==> run_1/gate_families.png <==
Drawn at 4 px/um.
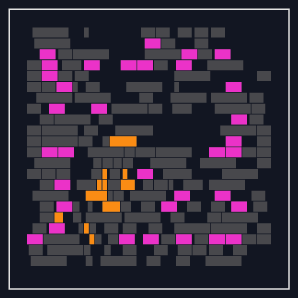
==> run_1/clock_map.png <==
Drawn at 4 px/um.
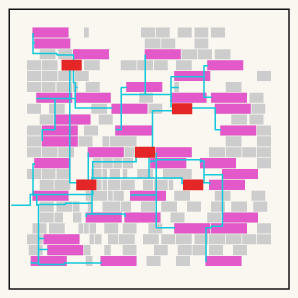
==> run_1/pdn.png <==
Drawn at 6 px/um. Pins as bars on the die edge.
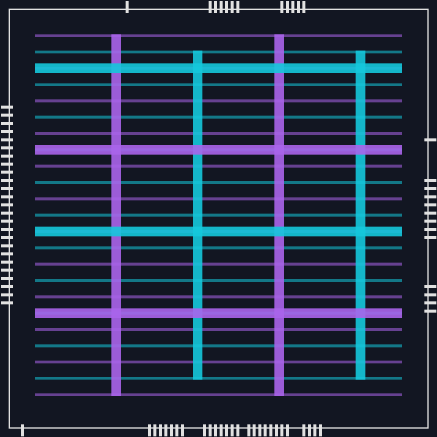
==> run_1/final_clocks.png <==
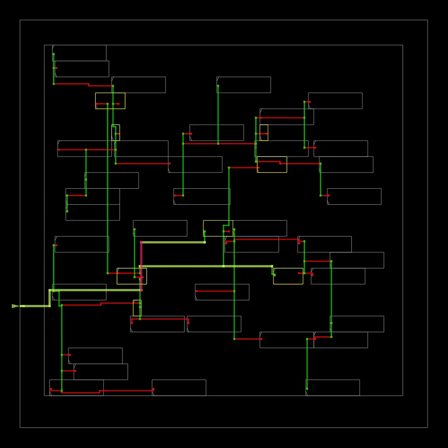
`src/rtl/cpu_bus_pkg.sv`:
```
// Shared bus definitions for the CPU core: T-state encoding, default bus
// widths and the values the external bus returns to on reset.
package cpu_bus_pkg;

  typedef enum logic [2:0] {
    IDLE = 3'd0,
    T1   = 3'd1,
    T2   = 3'd2,
    T3   = 3'd3,
    T4   = 3'd4
  } tstate_e;

  localparam int ADDR_W_DEF = 16;
  localparam int DATA_W_DEF = 8;

  localparam logic [ADDR_W_DEF-1:0] BUS_ADDR_RST = '0;
  localparam logic [DATA_W_DEF-1:0] BUS_DATA_RST = '0;

endpackage

```
`src/rtl/mcycle_wait_timer.sv`:
```
// T3 wait-state counter; only built when MCYCLE_WAIT_STATE_EN is defined.
// expired flags the T3 cycle whose increment brings the count to WAIT_MAX.
`ifdef MCYCLE_WAIT_STATE_EN
module mcycle_wait_timer #(
  parameter int WAIT_MAX = 15
) (
  input  logic clk,
  input  logic rst,
  input  logic clear,
  input  logic count_en,
  output logic expired
);

  localparam logic [7:0] LIMIT = 8'(WAIT_MAX - 1);

  logic [7:0] count_q, count_d;

  always_comb begin
    count_d = count_q;
    if (clear) begin
      count_d = 8'd0;
    end else if (count_en) begin
      count_d = count_q + 8'd1;
    end
  end

  always_ff @(posedge clk or posedge rst) begin
    if (rst) begin
      count_q <= 8'd0;
    end else begin
      count_q <= count_d;
    end
  end

  assign expired = count_en && (count_q == LIMIT);

endmodule
`endif

```
`src/rtl/mcycle_bus_ctrl.sv`:
```
// Four-T-state machine-cycle sequencer and external memory bus controller.
// MCYCLE_WAIT_STATE_EN enables mem_ready wait states and the T3 timeout.
module mcycle_bus_ctrl
  import cpu_bus_pkg::*;
#(
  parameter int ADDR_W   = ADDR_W_DEF,
  parameter int DATA_W   = DATA_W_DEF,
  parameter int WAIT_MAX = 15
) (
  input  logic              clk,
  input  logic              rst,
  input  logic              start,
  input  logic              is_write,
  input  logic              is_fetch,
  input  logic [ADDR_W-1:0] addr_in,
  input  logic [DATA_W-1:0] wdata_in,
  input  logic              mem_ready,
  input  logic [DATA_W-1:0] mem_rdata,
  output logic [ADDR_W-1:0] mem_addr,
  output logic [DATA_W-1:0] mem_wdata,
  output logic              mem_rd,
  output logic              mem_wr,
  output logic [DATA_W-1:0] rdata_out,
  output logic              m1t1,
  output logic              writeback,
  output logic              done,
  output logic              busy,
  output logic              bus_err
);

  tstate_e           state_q, state_d;
  logic [ADDR_W-1:0] addr_q, addr_d;
  logic [DATA_W-1:0] wdata_q, wdata_d;
  logic [DATA_W-1:0] rdata_q, rdata_d;
  logic              write_q, write_d;
  logic              fetch_q, fetch_d;
  logic              timeout_q, timeout_d;

  logic t3_exit;
  logic capture;
  logic expired;
  logic accept;

`ifdef MCYCLE_WAIT_STATE_EN
  mcycle_wait_timer #(
    .WAIT_MAX(WAIT_MAX)
  ) u_wait_timer (
    .clk      (clk),
    .rst      (rst),
    .clear    (state_q == T2),
    .count_en ((state_q == T3) && !mem_ready),
    .expired  (expired)
  );

  assign t3_exit = mem_ready | expired;
  assign capture = mem_ready;
`else
  // Without wait states T3 is a single cycle and mem_ready has no effect.
  logic unused_mem_ready;
  assign unused_mem_ready = mem_ready;
  assign expired = 1'b0;
  assign t3_exit = 1'b1;
  assign capture = 1'b1;
`endif

  assign accept = start && ((state_q == IDLE) || (state_q == T4));

  always_comb begin
    state_d   = state_q;
    addr_d    = addr_q;
    wdata_d   = wdata_q;
    rdata_d   = rdata_q;
    write_d   = write_q;
    fetch_d   = fetch_q;
    timeout_d = timeout_q;

    case (state_q)
      IDLE:    if (start) state_d = T1;
      T1:      state_d = T2;
      T2:      state_d = T3;
      T3:      if (t3_exit) state_d = T4;
      T4:      state_d = start ? T1 : IDLE;
      default: state_d = IDLE;
    endcase

    if (accept) begin
      addr_d  = addr_in;
      wdata_d = wdata_in;
      write_d = is_write;
      fetch_d = is_fetch & ~is_write;
    end

    // A timed-out read leaves rdata untouched because capture is only set by mem_ready.
    if ((state_q == T3) && t3_exit) begin
      timeout_d = expired;
      if (capture && !write_q) begin
        rdata_d = mem_rdata;
      end
    end
  end

  always_ff @(posedge clk or posedge rst) begin
    if (rst) begin
      state_q   <= IDLE;
      addr_q    <= ADDR_W'(BUS_ADDR_RST);
      wdata_q   <= DATA_W'(BUS_DATA_RST);
      rdata_q   <= DATA_W'(BUS_DATA_RST);
      write_q   <= 1'b0;
      fetch_q   <= 1'b0;
      timeout_q <= 1'b0;
    end else begin
      state_q   <= state_d;
      addr_q    <= addr_d;
      wdata_q   <= wdata_d;
      rdata_q   <= rdata_d;
      write_q   <= write_d;
      fetch_q   <= fetch_d;
      timeout_q <= timeout_d;
    end
  end

  assign mem_addr  = addr_q;
  assign mem_wdata = wdata_q;
  assign rdata_out = rdata_q;
  assign busy      = (state_q == T1) || (state_q == T2) || (state_q == T3);
  assign m1t1      = (state_q == T1) && fetch_q;
  assign mem_rd    = ((state_q == T2) || (state_q == T3)) && !write_q;
  assign mem_wr    = ((state_q == T2) || (state_q == T3)) && write_q;
  assign done      = (state_q == T4);
  assign writeback = (state_q == T4) && !write_q && !timeout_q;
  assign bus_err   = (state_q == T4) && timeout_q;

endmodule

```
`config.mk`:
```
export PLATFORM = sky130hd
export DESIGN_NAME = mcycle_bus_ctrl
export DESIGN_NICKNAME = d
export VERILOG_FILES = /design/src/rtl/cpu_bus_pkg.sv /design/src/rtl/mcycle_wait_timer.sv /design/src/rtl/mcycle_bus_ctrl.sv
export SDC_FILE = /design/constraint.sdc
export NUM_CORES = 1
export LEC_CHECK = 0
export CAP_MARGIN = 25
export CORE_MARGIN = 4
export CORE_UTILIZATION = 39
export CTS_CLUSTER_SIZE = 16
export DETAILED_ROUTE_END_ITERATION = 6
export PLACE_DENSITY = 0.79
export SLEW_MARGIN = 10
export SYNTH_ARGS = -nofsm -noshare
export SYNTH_HDL_FRONTEND = slang
export SYNTH_SLANG_ARGS = --single-unit
```
`constraint.sdc`:
```
create_clock -name clk -period 1.9 [get_ports clk]
set_input_delay 0.57 -clock clk [delete_from_list [all_inputs] [get_ports clk]]
set_output_delay 0.57 -clock clk [all_outputs]
set_load 0.02 [all_outputs]
```
==> results.sh, run 1 <==
# implementation run metrics
export IMPL_seq_power_share_pct=34.4
export IMPL_syn_nets=135
export IMPL_synth_largest_area_cell="dfrtp_1"
export IMPL_syn_instance_count=97
export IMPL_p_switching_mw=1.49
export IMPL_setup_ws_ns=0.0753
export IMPL_reg2reg_slack_ns=0.26
export IMPL_clk_latency_ns=0.28
export IMPL_power_frac_clock_pct=12.4
export IMPL_antenna_found_initial=0
export IMPL_path_depth=1
export IMPL_ys_cells=97
export IMPL_rows=22
export IMPL_syn_area_per_cell_um2=15.2
export IMPL_dp_cells=222
export IMPL_ys_seq_share_pct=62.7
export IMPL_final_nonclk_buf_share_pct=33.5
export IMPL_fin_crit_ns=1.82
export IMPL_reg2reg_depth=5
export IMPL_p_comb_mw=2.20
export IMPL_netlist_area_um2=1480
export IMPL_htree_levels=2
export IMPL_fill_cells=293
export IMPL_io_pins=77
export IMPL_slowest_delay_ns=0.62
export IMPL_vias_per_cell=4.66
export IMPL_finalHoldViolations=0
export IMPL_p_comb_share_pct=53.2
export IMPL_startpoint="mem_addr[1]"
export IMPL_die_x_um=69.6
export IMPL_synth_edff_count=0
export IMPL_mi_logic_area_um2=504
export IMPL_cap_violations=0
export IMPL_design_area_um2=2380
export IMPL_crit_arrival_ns=1.25
export IMPL_drc_errors=0
export IMPL_totalWireLength_mm=3.44
export IMPL_post_place_ws_ns=-0.107
export IMPL_sw_frac_of_total_pct=35.9
export IMPL_root_buffer="clkbuf_8"
export IMPL_chipArea_um2=4840
export IMPL_ys_warn_count=0
export IMPL_comb_share_pct=21.2
export IMPL_fin_skew_ns=0.00479
export IMPL_largest_class="sequential cells"
export IMPL_avgRoutedWirePerCell_um=14.9
export IMPL_leakage_nw=1.01
export IMPL_timing_hold_ws_ns=0.491
export IMPL_crit_end="mem_addr[1]"
export IMPL_worstHoldStart="mem_addr[3]"
export IMPL_comb_cells=51
export IMPL_grt_overflow_total=0
export IMPL_fmax_mhz=548
export IMPL_n_all_buffers=84
export IMPL_r2r_end="rdata_out[7]"
export IMPL_peakVddDrop_mv=0.847
export IMPL_synth_top_area_share_pct=62.7
export IMPL_status="complete, no violations"
export IMPL_nNetsFinal=220
export IMPL_p_per_area_nw_per_um2=1740
export IMPL_cts_max_path_buffers=2
export IMPL_path_cells="clkdlybuf4s50_1"
export IMPL_postRouteAntennaNets=0
export IMPL_place_gp_congestion=0.710
export IMPL_top_cells_by_area="dfrtp_1, mux2_2, buf_6, nor2_1, nor3b_4"
export IMPL_ys_top_cells_by_count="dfrtp_1, mux2_2, nor2_1, inv_1"
export IMPL_flop_cell="dfrtp_1"
export IMPL_hpwl_mm=2.64
export IMPL_fin_cells=231
export IMPL_slew_violations=0
export IMPL_finalPower_mw=4.14
export IMPL_reg2reg_from="state_q[2]"
export IMPL_regArea_um2=927
export IMPL_grt_usage_pct=15.5
Notes on gate_families.png above:
family	color	cells	most used
NOR gates	orange	11	nor2_1
multiplexers	magenta	34	mux2_2

Notes on clock_map.png above:
[cells driving clock nets] red | count: 5
[flip-flops] magenta | count: 37
[clock wires] cyan | length: 450 um
routed clock nets	6

Notes on pdn.png above:
net	color
VDD	cyan
VSS	purple
met1 rails	23
signal pins	77
rows	22
met4 straps	4
met5 straps	4

Notes on final_clocks.png above:
clk sinks: 37
clock group power: 0.514 mW
clock buffers: 8
clock buffer count from CTS: 5

[run 1: cells by family after synthesis]
family / after synthesis / share of synthesized area, %
simple gates: 14 / 6.27
buf+inv: 9 / 3.98
other cells: 1 / 0.254
flops: 37 / 62.7
xor+xnor: 1 / 0.593
mux: 34 / 25.9
compound gates: 1 / 0.338
[run 1: flip-flops by register name, summed over array words and instances, names as in the netlist]
name and flops:
rdata_out 8, mem_addr 16, state_q 3, fetch_q 1
write_q 1, mem_wdata 8
[run 1: what timing repair did]
item / in CTS / in global routing
buffers inserted: 0 / 1
pin swaps: 0 / 0
resized: 19 / 6
cloned: 0 / 0
endpoints found under the setup margin: 6 / 5
hold buffers: 0 / 0
[run 1: layout by cell type (no fill, tap or decap)]
| cell | synthesis | layout |
|---|---|---|
| clkdlybuf4s50_1 | 0 | 68 |
| dfrtp_1 | 37 | 36 |
| mux2_2 | 33 | 33 |
| buf_4 | 2 | 9 |
| nor2_1 | 6 | 6 |
| clkbuf_8 | 0 | 5 |
| buf_2 | 2 | 4 |
| inv_1 | 3 | 3 |
| clkbuf_1 | 0 | 3 |
| nand2b_1 | 2 | 2 |
| clkbuf_2 | 0 | 2 |
| nor3b_4 | 1 | 1 |
| a21oi_1 | 1 | 1 |
| xnor2_1 | 1 | 1 |
| nor4bb_1 | 1 | 1 |
| nor3b_2 | 0 | 1 |
| nor4b_2 | 0 | 1 |
| and2_1 | 1 | 1 |
| mux2_1 | 1 | 1 |
| nor2b_1 | 1 | 1 |
| conb_1 | 1 | 1 |
| buf_12 | 0 | 1 |
| dfrtp_2 | 0 | 1 |
[run 1: per-layer routing]
metal	vias up	wire (um)	track usage, %
met1	541	1220	14.8
met3	2	291	8.26
met4	0	8	3.90
met2	41	1930	28.6
met5	-	0	0
li1	492	-	-
==> run 1 -> run 2 <==
--- a/config.mk
+++ b/config.mk
@@ -6,7 +6,6 @@
 export NUM_CORES = 1
 export LEC_CHECK = 0
 export CAP_MARGIN = 25
-export CORE_MARGIN = 4
 export CORE_UTILIZATION = 39
 export CTS_CLUSTER_SIZE = 16
 export DETAILED_ROUTE_END_ITERATION = 6
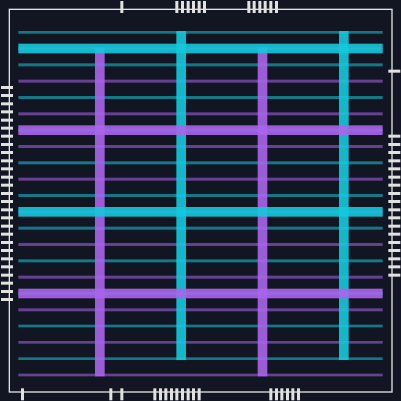
(run_2/pdn.png)
Drawn at 6 px/um. Pins as bars on the die edge.
net	color
VDD	cyan
VSS	purple
met4 straps	4
met1 rails	22
signal pins	77

==> run 2 against run 1 <==
Net effect:
- sequential power about the same
- cell area up 0.63%
- setup slack worse by 0.026 ns
- non-clock buffer count up 1
- critical endpoint is now m1t1
- total power up 0.71%
- die size down 17%
- fmax down 1.4%
==> results.sh, run 2 <==
# implementation run metrics
export IMPL_fill_cells=279
export IMPL_ys_seq_share_pct=62.7
export IMPL_path_depth=3
export IMPL_slew_violations=0
export IMPL_antenna_found_initial=0
export IMPL_top_cells_by_area="dfrtp_1, mux2_2, buf_6, nor2_1, nor3b_4"
export IMPL_slowest_delay_ns=0.42
export IMPL_mi_logic_area_um2=512
export IMPL_startpoint="state_q[0]"
export IMPL_postRouteAntennaNets=0
export IMPL_avgRoutedWirePerCell_um=13.5
export IMPL_chipArea_um2=4040
export IMPL_cts_max_path_buffers=2
export IMPL_nNetsFinal=221
export IMPL_synth_top_area_share_pct=62.7
export IMPL_status="complete, no violations"
export IMPL_root_buffer="clkbuf_8"
export IMPL_r2r_end="rdata_out[4]"
export IMPL_postCtsSetupRepairBufs=0
export IMPL_dp_cells=222
export IMPL_crit_end="m1t1"
export IMPL_design_area_um2=2400
export IMPL_setup_ws_ns=0.0496
export IMPL_ys_warn_count=0
export IMPL_htree_levels=2
export IMPL_synth_largest_area_cell="dfrtp_1"
export IMPL_rows=21
export IMPL_path_cells="inv_1 > nor4b_2 > buf_4"
export IMPL_ys_cells=97
export IMPL_syn_area_per_cell_um2=15.2
export IMPL_fin_skew_ns=0.00571
export IMPL_fmax_mhz=540
export IMPL_totalWireLength_mm=3.09
export IMPL_fin_crit_ns=1.85
export IMPL_clk_latency_ns=0.28
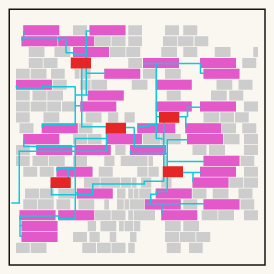
(run_2/clock_map.png)
Drawn at 4 px/um.
[cells driving clock nets] red | count: 5
[clock wires] cyan | length: 425 um
[flip-flops] magenta | count: 37
routed clock nets	6
flops lie	spread over the die

-- run 2: cell counts after synthesis --
No cell type changed its count.
-- run 2: stage by stage --
stage | util (%) | setup TNS (ns)
floorplan | - | 0
global placement | 66.8 | -2.04
detailed placement | 66.8 | -2.60
CTS | 69.2 | -0.00767
global route | 69.1 | -0.0263
finish | 69.1 | 0
-- run 2: layer usage --
metal  GRT usage, %  share of wire, %
met2           29.9                52
met1           17.9                38
met3           6.16               9.6
met4           7.67              0.94
met5              0                 0
-- run 2: cells by family after synthesis --
group	Yosys count	share of synthesized area, %
DFF	37	62.7
muxes	34	25.9
and+or+nand+nor	14	6.27
buffers and inverters	9	3.98
AOI/OAI and AO/OA	1	0.338
xor gates and xnor gates	1	0.593
other	1	0.254
-- run 2: layout make-up --
class | instances | area share (%)
Sequential cell | 37 | 38.7
Multi-Input combinational cell | 51 | 21.4
Tap cell | 46 | 2.40
Inverter | 3 | 0.470
Clock buffer | 7 | 3.60
Timing Repair Buffer | 85 | 33.5
-- run 2: what timing repair did --
item,CTS,global route
cloned,0,0
resized,19,7
hold buffers,0,0
setup endpoints to repair,6,5
-- run 2: worst min-delay path by stage --
stage,start,end,slack [ns]
after floorplan,state_q[2],state_q[1],0.47
after CTS,mem_addr[3],mem_addr[3],0.50
after global routing,mem_wdata[1],mem_wdata[1],0.53
final,mem_addr[3],mem_addr[3],0.50
after detailed placement,mem_addr[3],mem_addr[3],0.49
after global placement,state_q[2],state_q[1],0.47
-- run 2: report_power, final --
part | switching [mW] | internal, mW
logic | 0.995 | 1.22
registers | 0.228 | 1.19
clock network | 0.247 | 0.287
total | 1.47 | 2.70
==> run 2 -> run 3 <==
--- a/config.mk
+++ b/config.mk
@@ -5,8 +5,10 @@
 export SDC_FILE = /design/constraint.sdc
 export NUM_CORES = 1
 export LEC_CHECK = 0
+export ABC_CLOCK_PERIOD_IN_PS = 1900
 export CAP_MARGIN = 25
 export CORE_UTILIZATION = 39
+export CTS_CLUSTER_DIAMETER = 50
 export CTS_CLUSTER_SIZE = 16
 export DETAILED_ROUTE_END_ITERATION = 6
 export PLACE_DENSITY = 0.79
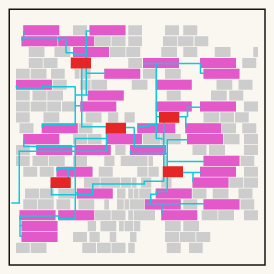
(run_3/clock_map.png)
Drawn at 4 px/um.
[clock wires] cyan | length: 425 um
[cells driving clock nets] red | count: 5
[flip-flops] magenta | count: 37
flops lie	spread over the die

==> run 3 against run 2 <==
Net effect:
- flip-flop count unchanged
- clock skew unchanged
- final cell count unchanged
- first-iteration DRC count unchanged
- core utilization unchanged
- clock power about the same
==> results.sh, run 3 <==
# implementation run metrics
export IMPL_flop_cell="dfrtp_1"
export IMPL_syn_area_per_cell_um2=15.2
export IMPL_warnings=29
export IMPL_cap_violations=0
export IMPL_slowest_delay_ns=0.42
export IMPL_io_pins=77
export IMPL_rows=21
export IMPL_nNetsFinal=221
export IMPL_drive_above_1_share_pct=33.3
export IMPL_largest_reg_flops=16
export IMPL_crit_arrival_ns=1.28
export IMPL_syn_nets=135
export IMPL_antenna_found_initial=0
export IMPL_fin_skew_ns=0.00571
export IMPL_num_vias=1062
export IMPL_whs_path_depth=1
export IMPL_port_buffers=74
export IMPL_synth_largest_area_cell="dfrtp_1"
export IMPL_chipArea_um2=4040
export IMPL_drt_pass1_iterations=4
export IMPL_min_to="mem_addr[3]"
export IMPL_async_flop_share_pct=100
export IMPL_lay_top_cells="clkdlybuf4s50_1, dfrtp_1, mux2_2"
export IMPL_ys_top_cells_by_count="dfrtp_1, mux2_2, nor2_1, inv_1"
export IMPL_leakage_nw=1.02
export IMPL_cp_max_fo=5
export IMPL_path_cells="inv_1 > nor4b_2 > buf_4"
export IMPL_fin_crit_ns=1.85
export IMPL_synth_edff_count=0
export IMPL_final_common_cell="clkdlybuf4s50_1"
export IMPL_slew_violations=0
export IMPL_initial_core_util_pct=42.6
export IMPL_syn_instance_count=97
export IMPL_start_kind="flip-flop"
export IMPL_fmax_mhz=540
export IMPL_path_depth=3
export IMPL_avgRoutedWirePerCell_um=13.5
export IMPL_clk_latency_ns=0.28
export IMPL_synthToLayoutAreaGrowth_pct=62.2
export IMPL_ys_chip_area_um2=1480
export IMPL_postCtsSetupRepairBufs=0
export IMPL_worst_setup_path_end_kind="output pin"
export IMPL_finalHoldViolations=0
export IMPL_r2r_end="rdata_out[4]"
export IMPL_cts_max_path_buffers=2
export IMPL_p_per_area_nw_per_um2=1740
export IMPL_root_buffer="clkbuf_8"
export IMPL_core_region_area_um2=3470
export IMPL_setup_viol_count_final=0
export IMPL_synth_cell_types=18
export IMPL_die_x_um=63.6
export IMPL_reg2reg_from="state_q[2]"
export IMPL_numCtsBuffers=5
export IMPL_cp_buffers_inverters=2
export IMPL_clock_sinks=37
export IMPL_status="complete, no violations"
export IMPL_synth_top_cell_by_count="dfrtp_1"
export IMPL_totalWireLength_mm=3.09
export IMPL_grt_usage_pct=17.0
export IMPL_critPathSlowestCell="dfrtp_1"
export IMPL_ys_warn_count=0
export IMPL_synth_top_area_share_pct=62.7
export IMPL_startpoint="state_q[0]"
export IMPL_drc_errors=0
export IMPL_ys_cells=97
export IMPL_crit_required_ns=1.33
export IMPL_crit_end="m1t1"
export IMPL_cp_top_family="flip-flops"
export IMPL_diodes=0
export IMPL_cts_hold_buf=0
export IMPL_worstHoldStart="mem_addr[3]"
export IMPL_postRouteAntennaNets=0
export IMPL_clk_pin_slew_ns=0.06
export IMPL_ys_seq_share_pct=62.7
export IMPL_timing_hold_ws_ns=0.499
export IMPL_peakVddDrop_mv=0.840
export IMPL_reg2reg_depth=4
export IMPL_htree_levels=2
export IMPL_utilization_pct=69.1
export IMPL_criticalPathCategory="flip-flop to output pin"
export IMPL_top_cells_by_area="dfrtp_1, mux2_2, buf_6, nor2_1, nor3b_4"
export IMPL_finalCritPeriodShare_pct=97.4
export IMPL_place_gp_congestion=0.729
export IMPL_vias_per_cell=4.64
export IMPL_hold_class="flip-flop to flip-flop"
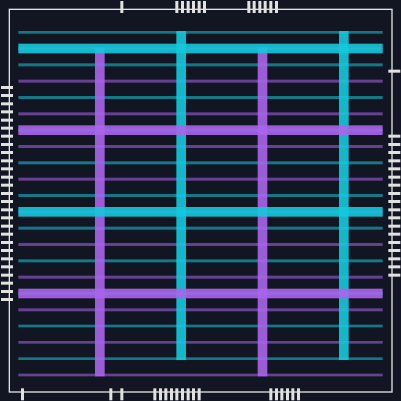
(run_3/pdn.png)
Drawn at 6 px/um. Pins as bars on the die edge.
net	color
VSS	purple
VDD	cyan
met1 rails	22
met5 straps	4
rows	21
signal pins	77

## run 3: cell counts in the layout (fill, tap and decap cells not counted)
No cell type changed its count.
## run 3: worst register-to-register path, stage by stage (launching register included)
cell,delay [ns]
dfrtp_1,0.43
buf_4,0.16
nor4bb_1,0.30
buf_4,0.22
mux2_2,0.34
## run 3: area by class of cell
class                           instances  area [um2]
Sequential cell                        37         927
Fill cell                             279        1070
Tap cell                               46        57.6
Timing Repair Buffer                   85         802
Clock buffer                            7        86.3
Inverter                                3        11.3
Multi-Input combinational cell         51         512
## run 3: repair_timing
item | in CTS | in global routing
setup endpoints to repair | 6 | 5
endpoints found under the hold margin | 0 | 0
gates resized | 19 | 7
## run 3: cells by family after synthesis
family,count (synthesis),share of synthesized area (%)
AOI/OAI and AO/OA,1,0.338
xor gates and xnor gates,1,0.593
buffers and inverters,9,3.98
DFF,37,62.7
muxes,34,25.9
other,1,0.254
and+or+nand+nor,14,6.27
## run 3: power breakdown
part           switching (mW)  internal, mW  total (mW)
clock                   0.247         0.287       0.534
combinational           0.995          1.22        2.22
sequential              0.228          1.19        1.42
## run 3: metrics by stage
step	cell area [um2]	worst slack, ns	total power, mW	TNS (ns)	instances
finish	2400	0.0496	4.17	0	229
global route	2400	-0.0263	4.41	-0.0263	229
CTS	2400	-0.00767	4.21	-0.00767	229
detailed placement	2320	-0.188	3.68	-2.60	222
global placement	2320	-0.137	3.61	-2.04	222
floorplan	1480	0.0473	2.60	0	97
## run 3: per-layer routing
metal	track usage (%)	share of wire [%]	routed length (um)
met2	29.9	52	1600
met5	0	0	0
met1	17.9	38	1170
met4	7.67	0.94	29
met3	6.16	9.6	296

==> screenshots <==
Metal layers overlaid.
panel A
Drawn at 6 px/um.
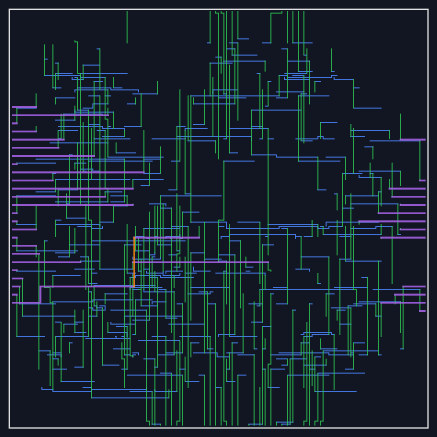
panel B
Drawn at 8 px/um.
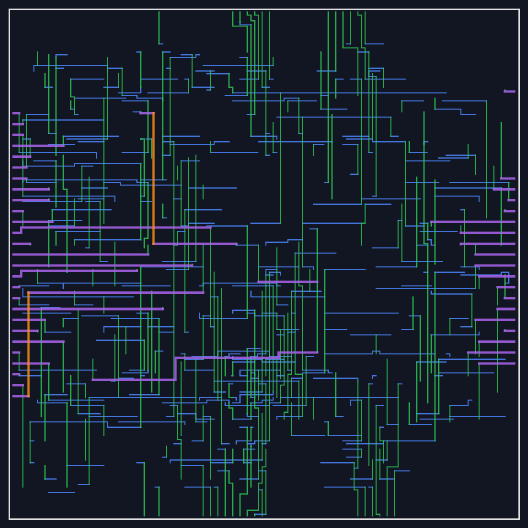
Run 2 is panel B.
Run 1 is panel A.
Of these, largest die: panel A

No activity file was given, so power comes from the tool's default toggle rates.
